### Routed clock nets over the placement, run 1

The bar under the picture is 20 µm long.
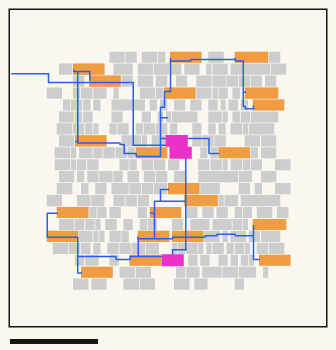
### Clock nets, run 1

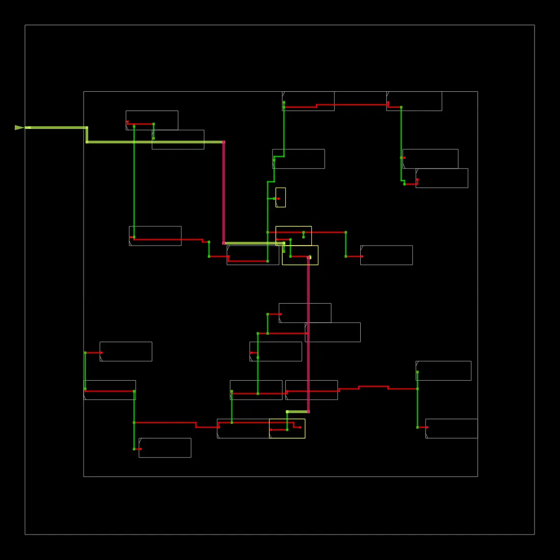
### Cells by drive strength, run 1

The bar under the picture is 20 µm long.
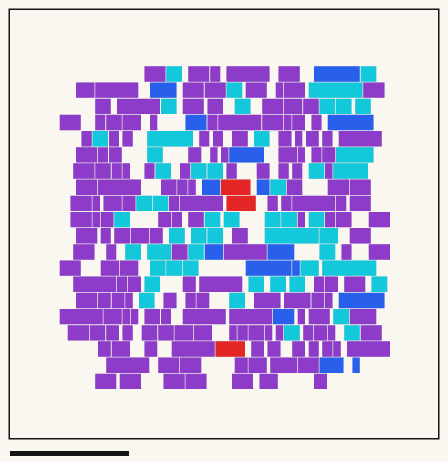
--- src/rtl/pc_sequencer_pkg.sv ---
// Shared CPU definitions used by the PC sequencer, the execute stage and the
// branch logic so that all of them agree on PC width and FSM encoding.
//   PC_W_DEF   : default program counter width (word-addressed)
//   CNT_W      : width of the refill bubble counter (REFILL_CYC is 0..7)
//   ST_*       : sequencer FSM state encoding
//   sat_inc16  : saturating 16-bit increment for the optional stats counters
package pc_sequencer_pkg;

  localparam int PC_W_DEF = 16;
  localparam int CNT_W    = 3;

  typedef logic [1:0] state_t;

  localparam state_t ST_RUN    = 2'd0;
  localparam state_t ST_REFILL = 2'd1;
  localparam state_t ST_HALT   = 2'd2;

  function automatic logic [15:0] sat_inc16(input logic [15:0] v);
    return (v == 16'hFFFF) ? v : v + 16'd1;
  endfunction

endpackage

--- src/rtl/pc_sequencer.sv ---
// Program counter owner and fetch sequencer for the 4-stage core.
// Redirects fetch on a taken branch, kills the younger in-flight instructions,
// inserts REFILL_CYC bubble cycles, and handles stall and halt/resume.
//
// Parameters:
//   PC_W        program counter width (word-addressed)
//   RESET_PC    PC value loaded on reset
//   REFILL_CYC  bubble cycles after a redirect (0..7), 0 = fetch target at once
//
// Ports:
//   clk            clock, all state on rising edge
//   rst            synchronous reset, active-high
//   stall          hold PC and fetch
//   load_new_pc    taken branch/jump resolved this cycle
//   branch_target  redirect target, valid with load_new_pc
//   halt_req       level request to stop fetching
//   resume         one-cycle pulse, leave HALT
//   pc             current fetch address
//   fetch_valid    pc is a real fetch (0 = bubble)
//   flush          kill IF/ID-stage instructions this cycle (combinational)
//   halted         FSM is in HALT
//   taken_cnt      (PC_SEQ_STATS_EN only) accepted redirects, saturating
//   bubble_cnt     (PC_SEQ_STATS_EN only) non-HALT bubble cycles, saturating
//
// Build option: define PC_SEQ_STATS_EN to add the taken_cnt/bubble_cnt ports.
module pc_sequencer
  import pc_sequencer_pkg::*;
#(
  parameter int              PC_W       = PC_W_DEF,
  parameter logic [PC_W-1:0] RESET_PC   = '0,
  parameter int unsigned     REFILL_CYC = 1
) (
  input  logic            clk,
  input  logic            rst,
  input  logic            stall,
  input  logic            load_new_pc,
  input  logic [PC_W-1:0] branch_target,
  input  logic            halt_req,
  input  logic            resume,
  output logic [PC_W-1:0] pc,
  output logic            fetch_valid,
  output logic            flush,
  output logic            halted
`ifdef PC_SEQ_STATS_EN
  ,
  output logic [15:0]     taken_cnt,
  output logic [15:0]     bubble_cnt
`endif
);

  localparam logic [CNT_W-1:0] REFILL_INIT = CNT_W'(REFILL_CYC);
  // With no refill bubbles a redirect fetches the target straight from RUN.
  localparam state_t REDIRECT_ST = (REFILL_CYC > 0) ? ST_REFILL : ST_RUN;

  state_t           state, state_nxt;
  logic [PC_W-1:0]  pc_nxt;
  logic [CNT_W-1:0] cnt, cnt_nxt;

  // State register
  always_ff @(posedge clk) begin
    if (rst) begin
      state <= ST_RUN;
      pc    <= RESET_PC;
      cnt   <= '0;
    end else begin
      state <= state_nxt;
      pc    <= pc_nxt;
      cnt   <= cnt_nxt;
    end
  end

  // Next-state logic; a redirect always beats halt/resume and stall.
  always_comb begin
    state_nxt = state;
    pc_nxt    = pc;
    cnt_nxt   = cnt;
    case (state)
      ST_RUN: begin
        if (load_new_pc) begin
          pc_nxt    = branch_target;
          state_nxt = REDIRECT_ST;
          cnt_nxt   = REFILL_INIT;
        end else if (halt_req) begin
          state_nxt = ST_HALT;
        end else if (!stall) begin
          pc_nxt = pc + PC_W'(1);
        end
      end
      ST_REFILL: begin
        // Latest redirect restarts the bubble count; stall and halt_req
        // have no effect until the pipeline is back in RUN.
        if (load_new_pc) begin
          pc_nxt  = branch_target;
          cnt_nxt = REFILL_INIT;
        end else begin
          cnt_nxt = cnt - CNT_W'(1);
          if (cnt == CNT_W'(1)) state_nxt = ST_RUN;
        end
      end
      ST_HALT: begin
        if (load_new_pc) pc_nxt = branch_target;
        else if (resume) state_nxt = ST_RUN;
      end
      default: state_nxt = ST_RUN;
    endcase
  end

  // Outputs; while rst is held no fetch or redirect is reported.
  always_comb begin
    fetch_valid = (state == ST_RUN) && !rst;
    flush       = load_new_pc && (state != ST_HALT) && !rst;
    halted      = (state == ST_HALT);
  end

`ifdef PC_SEQ_STATS_EN
  always_ff @(posedge clk) begin
    if (rst) begin
      taken_cnt  <= '0;
      bubble_cnt <= '0;
    end else begin
      if (flush) taken_cnt <= sat_inc16(taken_cnt);
      if (!fetch_valid && (state != ST_HALT)) bubble_cnt <= sat_inc16(bubble_cnt);
    end
  end
`endif

endmodule
--- config.mk ---
export PLATFORM = sky130hd
export DESIGN_NAME = pc_sequencer
export DESIGN_NICKNAME = d
export VERILOG_FILES = /design/src/rtl/pc_sequencer_pkg.sv /design/src/rtl/pc_sequencer.sv
export SDC_FILE = /design/constraint.sdc
export NUM_CORES = 1
export LEC_CHECK = 0
export CORE_MARGIN = 8
export CORE_UTILIZATION = 44
export CTS_BUF_LIST = sky130_fd_sc_hd__clkbuf_8
export CTS_CLUSTER_SIZE = 14
export DETAILED_ROUTE_END_ITERATION = 6
export PLACE_DENSITY_LB_ADDON = 0.12
export SYNTH_ARGS = -nofsm -noshare
export SYNTH_HDL_FRONTEND = slang
export SYNTH_SLANG_ARGS = --single-unit
--- constraint.sdc ---
create_clock -name clk -period 1.9 [get_ports clk]
set_clock_uncertainty 0.15 [all_clocks]
set_input_delay 0.19 -clock clk [delete_from_list [all_inputs] [get_ports clk]]
set_output_delay 0.19 -clock clk [all_outputs]
set_load 0.005 [all_outputs]
==> summary.txt, run 1 <==
Update from the flow run.

The flow ran to the end, and the final reports show no timing, DRC or antenna violations. The layout filler cell count is 240. The top contributor to total power is combinational cells. In the synthesized netlist, the cells that appear most often are 21 x sky130_fd_sc_hd__dfxtp_1, 12 x sky130_fd_sc_hd__a21oi_1, 11 x sky130_fd_sc_hd__o21ai_0, 10 x sky130_fd_sc_hd__inv_1, 10 x sky130_fd_sc_hd__nand3_1.

The core region is 3030 µm². The type of the worst setup path is reg -> reg. The slew of the pin with the lowest slew margin is 0.252 ns. The number of antenna cells inserted is 0.

Entering global routing, the biggest net connects 19 pins. The distinct cell type count after synthesis is 45. Once detail routing completed, the nets flagged for antenna violations numbered 0. Per the final layout report, the fraction of cells sized above drive strength 1 comes to 0.280. The area fraction in full adders, half adders and majority gates is 0.0545. The final standard cell utilization of the core is 0.744.

The number of flip-flops under the largest register name is 16. The area fraction in mux cells is 0. The first-pass GRT wire length is 7.58 mm. For reference, the critical path is launched at pc[0]$_SDFFE_PP0P_. The number of placed I/O pins is 41. The most frequent cell after synthesis is sky130_fd_sc_hd__dfxtp_1. The global router reports that the layer with the highest usage is met2. The number of design-rule violations left by the first detailed-router iteration is 124.

The internal portion of the total power is 1250 µW. The library cells used most frequently in the layout, excluding fill and tap cells, are 43 x sky130_fd_sc_hd__buf_4, 37 x sky130_fd_sc_hd__clkdlybuf4s50_1, 17 x sky130_fd_sc_hd__dfxtp_1, 12 x sky130_fd_sc_hd__a21oi_1, 11 x sky130_fd_sc_hd__o21ai_0. Across the placement rows, the number of tap cells is 44.

The layout contains a multi-input combinational cell count of 132.
## Picture notes: 'Routed clock nets over the placement'
- blue: clock wires (length 323 µm)
- magenta: clock-net drivers (count 3)
- orange: flip-flops (count 21)
- routed clock nets: 4
Clock power frac: 0.152
Latency at later pin: 0.26 ns
clock network power: 304 µW

## Picture notes: 'Clock nets'
flop count: 21
# clk buffers: 3

## Picture notes: 'Cells by drive strength'
- cyan: x3 and x4 (cells 52)
- red: x6 and larger (cells 3)
- blue: x2 (cells 15)
- purple: x1 and smaller (cells 180)
total non-filler cell area in the finished layout: 2250 µm²
final critical-path setup slack: 0.0123 ns
Area Growth Syn to Fin: 63.5%
Repair and plain buffers: 83

==> run 2: changes to the inputs <==
RECOVER_POWER = 100   (was default)
==> run 2 against run 1 <==
Compared with the run above:
- the flow now finishes with violations (negative setup slack)
- first-iteration DRC count increased by 10%
- fmax down 0.72%
- utilization is 0.41 points lower
- global-route usage unchanged
- sequential share of layout area is essentially flat
- non-clock buffer count unchanged
- total power decreased by 1.8%
- register-to-register slack about the same
- hold slack is essentially flat
- area after synthesis unchanged
- clock power about the same
- critical endpoint unchanged
- largest cell class unchanged
- largest power group unchanged
- highest routed layer unchanged
==> summary.txt, run 2 <==
Update from the flow run.

The top contributor to total power is combinational cells. The worst setup margin is -0.00144 ns. The commonest register cell is sky130_fd_sc_hd__dfxtp_1. Per the finish-stage timing summary, setup violations number 1. The arrival time reported for the critical path endpoint is 1.95 ns.

The worst-path maximum fanout is 3. Looking at the post-CTS report, the setup buffer insertion count equals 0. The global routing stage identified its most utilized layer as met2. The checks that failed: negative setup slack. The clock network area share is 0.0201. The number of placed I/O pins is 41. The most frequent cell after synthesis is sky130_fd_sc_hd__dfxtp_1. The layout sequential cell count is 21. 132 cells are multi-input combinational gates. The met2 demand-to-capacity share in global routing is 0.298. The first-pass GRT wire length is 7.58 mm. The layout filler cell count is 243. The flow ran to the end, but the final reports show violations. For the worst min-delay path, the startpoint reported by OpenROAD is branch_target[1].

By instance count after routing, the leading logic cell types are 40 x sky130_fd_sc_hd__buf_4, 26 x sky130_fd_sc_hd__clkdlybuf4s50_1, 19 x sky130_fd_sc_hd__dfxtp_1, 12 x sky130_fd_sc_hd__a21oi_1. The commonest cells after synthesis are 21 x sky130_fd_sc_hd__dfxtp_1, 12 x sky130_fd_sc_hd__a21oi_1, 11 x sky130_fd_sc_hd__o21ai_0, 10 x sky130_fd_sc_hd__inv_1, 10 x sky130_fd_sc_hd__nand3_1. Power attributed to the clock group is 302 µW. The placed instance area is 2130 µm². Hold is met by 0.345 ns. The first-pass iteration count of the detailed router is 4. The final instance area is 2240 µm². Internal power comes to 1230 µW. The distinct cell type count after synthesis is 45. In this run the standard cell core region covers 3030 µm². Per STA, the startpoint of the critical path is pc[0]$_SDFFE_PP0P_. The area fraction in full adders, half adders and majority gates is 0.0545. The area fraction in mux cells is 0.

From synthesis to final layout, the design area changed by 62.6%. The layout summary lists the proportion of cells stronger than drive strength 1 as 0.264. The type of the worst setup path is reg -> reg.

The later-pin clock latency in the skew report is 0.26 ns. The last weighted congestion value of the routability-driven placer is 0.861. The register with the most flip-flops in the layout has 16 of them. The post-route minimum period is 1.90 ns. The number of antenna diodes in the final layout is 0.

The maximum number of pins on one net before global-route repair is 19. For the worst setup path, the data required time is 1.94 ns. The layout buffer count excluding clock buffers is 83.

The non-clock inverter count in the final layout is 10. The number of well taps is 44. The slew of the pin with the lowest slew margin is 0.252 ns. The relative contribution of the clock network to total power is 0.154. In the finished layout, the clock tree contains a buffer count of 3. The remaining antenna violation count is 0.
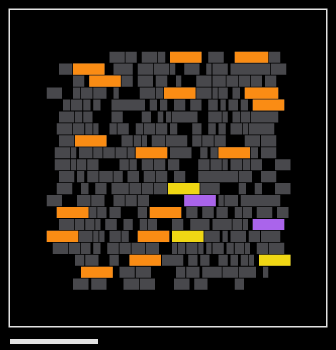
*Sequential cells grouped by signal name, run 2*
The bar under the picture is 20 µm long.
- yellow: cnt (placed flops 3)
- orange: pc (placed flops 16)
- purple: state (placed flops 2)
Core Util, Final: 0.740
sequential power: 588 µW
storage element area: 423 µm²
register fraction of the total cell area: 0.189

==> run 3: changes to the inputs <==
CORE_UTILIZATION = 42   (was 44)
CTS_BUF_LIST = default   (was sky130_fd_sc_hd__clkbuf_8)
HOLD_SLACK_MARGIN = 0.03   (was default)
==> run 3 against run 2 <==
Compared with the run above:
- the flow now finishes without violations
- total power down 3.4%
- via count down 3.1%
- combinational power about the same
==> summary.txt, run 3 <==
Update from the flow run.

The flow ran to the end, and the final reports show no timing, DRC or antenna violations. Clock network power for this build is 225 µW. On met2, the global router reports a usage of 0.270.

The number of well taps is 44. The number of sequential cells reported for the layout is 21. Per the synthesis report, the adder-cell share of the synthesized area is 0.0545. The leading register cell type out of synthesis is sky130_fd_sc_hd__dfxtp_1. The last weighted congestion value of the routability-driven placer is 0.899. Final hold analysis gives a worst-case slack of 0.289 ns.

The number of setup buffers added after CTS is 1. The top contributor to total power is combinational cells. The non-clock inverter count in the final layout is 10. The clock network area share is 0.0124.

The area occupied by registers is 428 µm². The post-route minimum period is 1.87 ns. Multi-input combinational cells in the finished layout were counted as 132. The distinct cell type count after synthesis is 45. The violation tally recorded at the end of detailed-routing iteration 0 is 194. The core region is 3080 µm². The layout filler cell count is 254. The placed instance area is 2100 µm². For this run, the script counts the antenna cells in the layout as 0. In this run the most critical hold path is launched from branch_target[1]. By startpoint and endpoint, the worst setup path is classified as reg -> out. The share of total power dissipated in the clock network is 0.119.
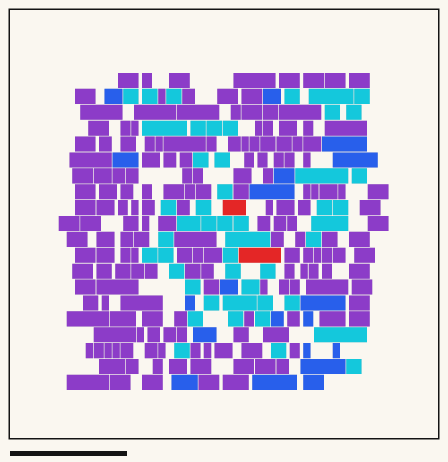
*Cells by drive strength, run 3*
The bar under the picture is 20 µm long.
Repair and plain buffers: 79
final critical-path setup slack: 0.0271 ns
Area Growth Syn to Fin: 61.8%
total non-filler cell area in the finished layout: 2230 µm²

Power is estimated from default activity; no workload was simulated.
